Routed metal per tile:
Drawn at 2 px/µm. The die is cut into 28 by 17 equal tiles; dark purple is low, yellow is high, scaled to the fullest tile. Values are wire area over tile area, all layers added.
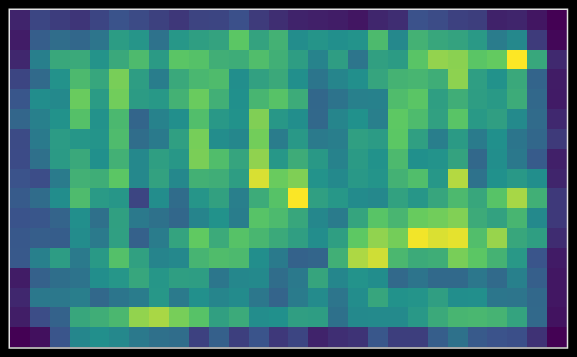
A small window of the routed layout:
Region (114, 93) to (164, 143) µm. Cells in gray, sequential cells in the stronger gray; small squares are vias.
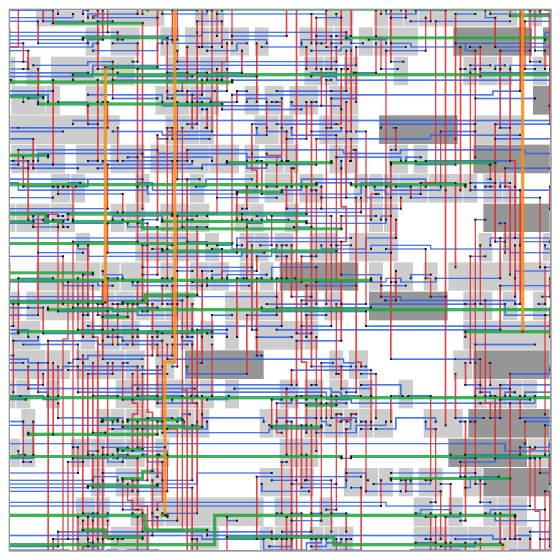
Power grid:
Drawn at 2 px/µm. Pins as bars on the die edge.
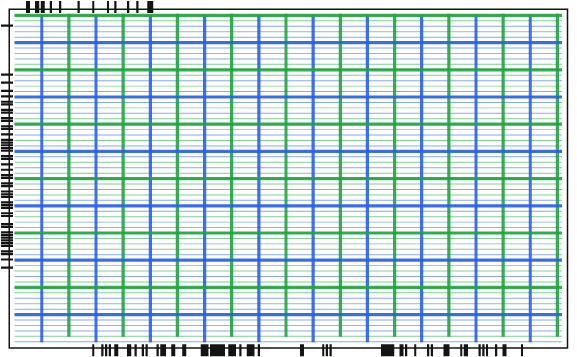
[config.mk]
export PLATFORM = sky130hd
export DESIGN_NAME = multiplier_iterative
export DESIGN_NICKNAME = d
export VERILOG_FILES = /design/src/rtl/mul_pkg.sv /design/src/rtl/multiplier_iterative_step.sv /design/src/rtl/multiplier_iterative.sv
export SDC_FILE = /design/constraint.sdc
export NUM_CORES = 1
export LEC_CHECK = 0
export ABC_AREA = 1
export CORE_ASPECT_RATIO = 0.6
export CORE_MARGIN = 2
export CORE_UTILIZATION = 50
export CTS_CLUSTER_SIZE = 28
export DETAILED_ROUTE_END_ITERATION = 8
export HOLD_SLACK_MARGIN = 0.06
export PLACE_DENSITY = 0.74
export SLEW_MARGIN = 20
export SYNTH_ARGS = -nofsm -noshare
export SYNTH_HDL_FRONTEND = slang
export SYNTH_HIERARCHICAL = 1
export SYNTH_SLANG_ARGS = --single-unit
[constraint.sdc]
create_clock -name clk -period 5.65 [get_ports clk]
set_input_delay 0.8475 -clock clk [delete_from_list [all_inputs] [get_ports clk]]
set_output_delay 0.8475 -clock clk [all_outputs]
set_load 0.01 [all_outputs]
[src/rtl/mul_pkg.sv]
// Shared types and constants for the iterative radix-4 multiplier.
// Holds the FSM state enum, operand/product widths and the magnitude helper.
package mul_pkg;

    localparam int DATA_W = 32;
    localparam int ITER   = DATA_W / 2;
    localparam int PROD_W = 2 * DATA_W;
    localparam int CNT_W  = $clog2(ITER);

    typedef enum logic [1:0] {
        IDLE = 2'd0,
        CALC = 2'd1,
        DONE = 2'd2
    } state_t;

    // Two's-complement magnitude when signed; the most negative value maps
    // onto itself, which is its correct unsigned magnitude.
    function automatic logic [DATA_W-1:0] mag(
        input logic [DATA_W-1:0] x,
        input logic              s
    );
        return (s && x[DATA_W-1]) ? -x : x;
    endfunction

endpackage

[src/rtl/multiplier_iterative_step.sv]
// Combinational radix-4 step: acc_next = acc + b * a_sh, b in 0..3.
// Ports: acc, a_sh (PROD_W), b (2 bits) in; acc_next (PROD_W) out.
module mul_radix4_step
    import mul_pkg::*;
(
    input  logic [PROD_W-1:0] acc,
    input  logic [PROD_W-1:0] a_sh,
    input  logic [1:0]        b,
    output logic [PROD_W-1:0] acc_next
);

    logic [PROD_W-1:0] pp;

    always_comb begin
        pp = '0;
        unique case (b)
            2'd0: pp = '0;
            2'd1: pp = a_sh;
            2'd2: pp = a_sh << 1;
            2'd3: pp = a_sh + (a_sh << 1);
        endcase
        acc_next = acc + pp;
    end

endmodule

[src/rtl/multiplier_iterative.sv]
// Multi-cycle 32x32->64 multiplier (radix-4 shift-add, sign-magnitude).
// Ports: clk, reset (sync, active-high), stall, flush, start, signed_op,
//   multiplicand, multiplier in; busy, done, product_hi, product_lo out.
// Option: MUL_EARLY_OUT_EN finishes once the remaining multiplier is zero.
module multiplier_iterative
    import mul_pkg::*;
(
    input  logic              clk,
    input  logic              reset,
    input  logic              stall,
    input  logic              flush,
    input  logic              start,
    input  logic              signed_op,
    input  logic [DATA_W-1:0] multiplicand,
    input  logic [DATA_W-1:0] multiplier,
    output logic              busy,
    output logic              done,
    output logic [DATA_W-1:0] product_hi,
    output logic [DATA_W-1:0] product_lo
);

    localparam logic [CNT_W-1:0] CNT_LAST = CNT_W'(ITER - 1);

    state_t            state;
    state_t            state_next;
    logic [CNT_W-1:0]  cnt;
    logic [PROD_W-1:0] acc;
    logic [PROD_W-1:0] a_sh;
    logic [PROD_W-1:0] acc_next;
    logic [PROD_W-1:0] prod;
    logic [PROD_W-1:0] result;
    logic [DATA_W-1:0] b;
    logic              neg;
    logic              last;

    mul_radix4_step u_step (
        .acc      (acc),
        .a_sh     (a_sh),
        .b        (b[1:0]),
        .acc_next (acc_next)
    );

`ifdef MUL_EARLY_OUT_EN
    // Finish on the step that retires the last non-zero multiplier digit.
    assign last = (cnt == CNT_LAST) || (b[DATA_W-1:2] == '0);
`else
    assign last = (cnt == CNT_LAST);
`endif

    assign result = neg ? -acc_next : acc_next;

    always_comb begin
        state_next = state;
        unique case (state)
            IDLE:    if (start) state_next = CALC;
            CALC:    if (last)  state_next = DONE;
            DONE:    state_next = IDLE;
            default: state_next = IDLE;
        endcase
    end

    always_ff @(posedge clk) begin
        if (reset || flush) begin
            state <= IDLE;
            cnt   <= '0;
            acc   <= '0;
            a_sh  <= '0;
            b     <= '0;
            neg   <= 1'b0;
            prod  <= '0;
        end else if (!stall) begin
            state <= state_next;
            unique case (state)
                IDLE: begin
                    if (start) begin
                        a_sh <= {{DATA_W{1'b0}}, mag(multiplicand, signed_op)};
                        b    <= mag(multiplier, signed_op);
                        neg  <= signed_op & (multiplicand[DATA_W-1]
                                             ^ multiplier[DATA_W-1]);
                        acc  <= '0;
                        cnt  <= '0;
                        prod <= '0;
                    end
                end
                CALC: begin
                    acc  <= acc_next;
                    a_sh <= a_sh << 2;
                    b    <= b >> 2;
                    cnt  <= cnt + 1'b1;
                    if (last) prod <= result;
                end
                default: ;
            endcase
        end
    end

    assign busy       = (state != IDLE);
    assign done       = (state == DONE);
    assign product_hi = prod[PROD_W-1:DATA_W];
    assign product_lo = prod[DATA_W-1:0];

endmodule

==> CHANGELOG.md <==
### Changed

- Status: finished clean
- Largest net degree at the start of global routing: 189
- Final WS setup: 0.179 ns
- R2R Path Start: a_sh[7]
- Inserted Clock Buffers: 25
- All-Layer GR Usage: 35.8%
- Top cells excl fill/tap: nand2_1, nor2_1, a21oi_1, inv_1, nand3_1
- Storage cell area: 0.00465 mm²
- Cycle use final: 96.8%
- Post-synth top area share: 20.5%
- Total wire length: 87.4 mm
- Die Footprint: 0.0469 mm²
- Biggest fanout along the worst timing path: 6
- Clk ins delay skew pair: 0.58 ns
- Peak supply drop: 0.000207 V
- Placed insts: 4681
- Minimum clock period after layout: 5.47 ns
- Total congestion overflow: 0
- Hold buffer count at cts: 0
- Area of the placeable core: 0.0447 mm²
- Number of cell instances after yosys synthesis: 3962
- Worst Reg2Reg Path Length in Cells: 30
- Port Buffer Count: 135
- Post-Place Worst Slack: -0.0342 ns
- OpenROAD warning count: 31
- Syn Area/Cell: 5.70 µm²
- Remaining max-slew budget at the tightest pin: 35.7%
- Initial antenna violation count: 0
- Launch point of the worst path: a_sh[7]
- Worst path slowest cell: ha_1
- Fraction of layout cells with a size suffix above 1: 8.87%
- Area leader, netlist: dfxtp_1
- Number of rows created at floorplan: 60
- Yosys warns: 6
- DRC violations left: 0
- Final cell count without fillers: 4736
- Ranking of synthesized cells by area: dfxtp_1, nand2_1, a21oi_1
- Portion of total power attributed to sequential cells: 41.9%
- FMAX: 183 MHz
- Detailed-placement wirelength estimate: 68.6 mm
- Number of nets with antenna violations after detailed routing: 0
- Setup violations, final: 0
- First-pass GRT wire length: 133 mm
- Setup crit end kind: register
- Class of the most critical setup path: reg2reg
- Multi-input gate area in the final layout: 0.0165 mm²
- Layout fillers: 4557
- H-tree depth: 1
- Max-slew violation count: 0
- TritonCTS clock tree: built
- Sequential-to-total area share from yosys stat: 20.5%
- Total of max-cap violations: 0
- Via Count: 27413
- Max Clock Skew: 0.0172 ns
- Total leakage power: 12.0 nW
- Timing endpoint of the critical path: prod[35]
- Switching fraction of total power: 29.3%
- Kind of start point of the critical path: register
- I/O pin cnt: 136
- Starting utilization of the core area: 50.6%
- Final Hold Violating Endpoints: 0
- 1st-pass router iterations: 7
- Setup repair after global routing missed its margin: true
- Die X-Extent: 278 µm
- Data arrival time of the critical path: 5.92 ns
- Via count of the first global-routing pass: 23614
- Clock Sink Count: 231
- Clock input transition at the sequential cells of the worst setup and hold paths: 0.07 ns
- WP data required: 6.10 ns
- Diodes inserted: 0
- Cell variety after synth: 54
- Synth-to-layout area growth: 17.8%
- Clk root buf: clkbuf_16
- Slack of the worst reg-to-reg path: 0.18 ns
- Drt via density: 5.79
- Count of nets after finishing: 4329
- Power density over cell area: 149 mW/mm²
- Worst path most repeated cell: nand2_1
- Transition time of the tightest slew-check pin: 0.964 ns
- Post-Syn Instances: 3962
- Yosys stat chip area: 0.0226 mm²
- DRC violation total after the first TritonRoute iteration: 3830
- Die H: 169 µm
- Final routed wire length divided by cell count: 18.5 µm
- Max Buffers Root-to-Sink: 3
- Net switching power figure: 1.16 mW
- Mapped Area: 0.0226 mm²
- Highest cell delay on the worst timing path: 0.47 ns
- Synth Net Count: 4163
- Path class of the lowest-slack min-delay path: reg2reg
- Portion of total power attributed to combinational logic: 12.2%
- Internal Power: 2.80 mW
- Dominant logic cell type in the layout: nand2_1
- Relative contribution of the clock network to total power: 45.8%
- Final GP Congestion: 0.995
- Reg-to-reg endpoint: prod[35]
- Synthesized flop and latch total: 231
-- 'routed metal per tile' (at the start) --
nearly empty tiles: 0.80%
densest ninth of the die: center
mean over tiles: 0.32
tiles over half the peak: 49%
fullest tile: 0.66

-- 'a small window of the routed layout' (at the start) --
| layer | color |
|---|---|
| M2 | red |
| M3 | green |
| M4 | orange |
| M1 | blue |
cells with their middle in the window: 237
most frequent: nand2_1 (60), a21oi_1 (30), inv_1 (27)
netlist names of flops here include: `acc` (7), `a_sh` (4)
sequential cells in the window: 11

-- 'power grid' (at the start) --
| net | color |
|---|---|
| VDD | green |
| VSS | blue |
met1 rails: 61
met5 straps: 12
met4 straps: 20
rows: 60
signal pins: 136

cells in the mapped netlist, drive strengths merged:
cell,count
o21a,9
nand4,44
o221ai,21
and3,4
o211ai,27
nor4,7
a31oi,18
nand2,1177
xnor2,25
a221oi,1
xor2,52
clkinv,2
a22o,2
fa,2
nor3,35
nand3,296
a21oi,465
o2111ai,4
a22oi,1
o21bai,28
a21boi,6
nor3b,1
or2,12
nor2,534
dfxtp,231
clkbuf,75
and2,3
nand3b,14
a21o,27
ha,129
o31ai,2
o21ai,229
o22ai,8
buf,40
a31o,3
inv,428
cells by family after synthesis:
logic type	synth area share, %
simple gates	38.9
compound gates	21.0
buf+inv	9.30
flops	20.5
fa+ha+maj	7.32
xor+xnor	2.99
worst max-delay path, delay by kind of cell, from the launching register on:
family / cells / cell delay [ns]
compound gates: 7 / 1.29
xor+xnor: 1 / 0.18
fa+ha+maj: 2 / 0.85
buf+inv: 3 / 0.45
flops: 1 / 0.32
simple gates: 17 / 2.23
sequential cells by signal (all words and copies together), names as in the netlist:
name   cells
a_sh      64
acc       64
b         32
cnt        4
neg        1
prod      64
state      2
what timing repair did:
action | 4_1_cts | 5_1_grt
resized | 1 | 163
endpoints found under the setup margin | 2 | 44
buffers inserted | 0 | 9
pin swaps | 0 | 19
through the flow:
step / utilization (%) / power [mW] / hold WS [ns] / area, µm² / setup TNS (ns)
after global routing: 59.5 / 4.10 / 0.476 / 26600 / -0.263
after global placement: 56.1 / 2.16 / 0.454 / 25000 / -0.385
final: 59.5 / 3.96 / 0.461 / 26600 / 0
after floorplan: - / 1.99 / 0.441 / 22600 / 0
after CTS: 58.0 / 3.96 / 0.463 / 25900 / 0
after detailed placement: 56.1 / 2.16 / 0.453 / 25000 / -0.0342
area by class of cell:
cell class | instances | area share (%)
well taps | 589 | 2.77
clock buffers | 28 | 2.47
multi-input cells | 3186 | 61.9
inverters | 430 | 6.09
clock inverters | 18 | 0.819
repair buffers | 254 | 8.49
flip-flops and latches | 231 | 17.5
power by group through the flow:
| stage | Clock [mW] | Sequential, mW | Combinational [mW] |
|---|---|---|---|
| 2_1_floorplan | 0 | 1.69 | 0.302 |
| 3_3_place_gp | 0 | 1.70 | 0.462 |
| 3_5_place_dp | 0 | 1.70 | 0.464 |
| 4_1_cts | 1.83 | 1.66 | 0.466 |
| 5_1_grt | 1.90 | 1.66 | 0.535 |
| 6_report | 1.82 | 1.66 | 0.485 |
routing by layer:
layer	up-vias	GRT usage (%)	part of all wire (%)
li1	13371	-	-
met1	12549	57.9	49
met5	-	0	0
met2	1414	46.1	36
met3	79	9.99	13
met4	0	4.56	1.2
worst min-delay path by stage:
| stage | from | to | slack (ns) | depth (start not counted) |
|---|---|---|---|---|
| finish | b[24] | b[24] | 0.46 | 2 |
| CTS | b[8] | b[8] | 0.46 | 2 |
| detailed placement | b[8] | b[8] | 0.45 | 2 |
| global route | b[27] | b[27] | 0.48 | 2 |
| global placement | b[24] | b[24] | 0.45 | 2 |
| floorplan | b[14] | b[14] | 0.44 | 2 |
Power figures rest on the tool's default switching activity, not on a simulated workload.
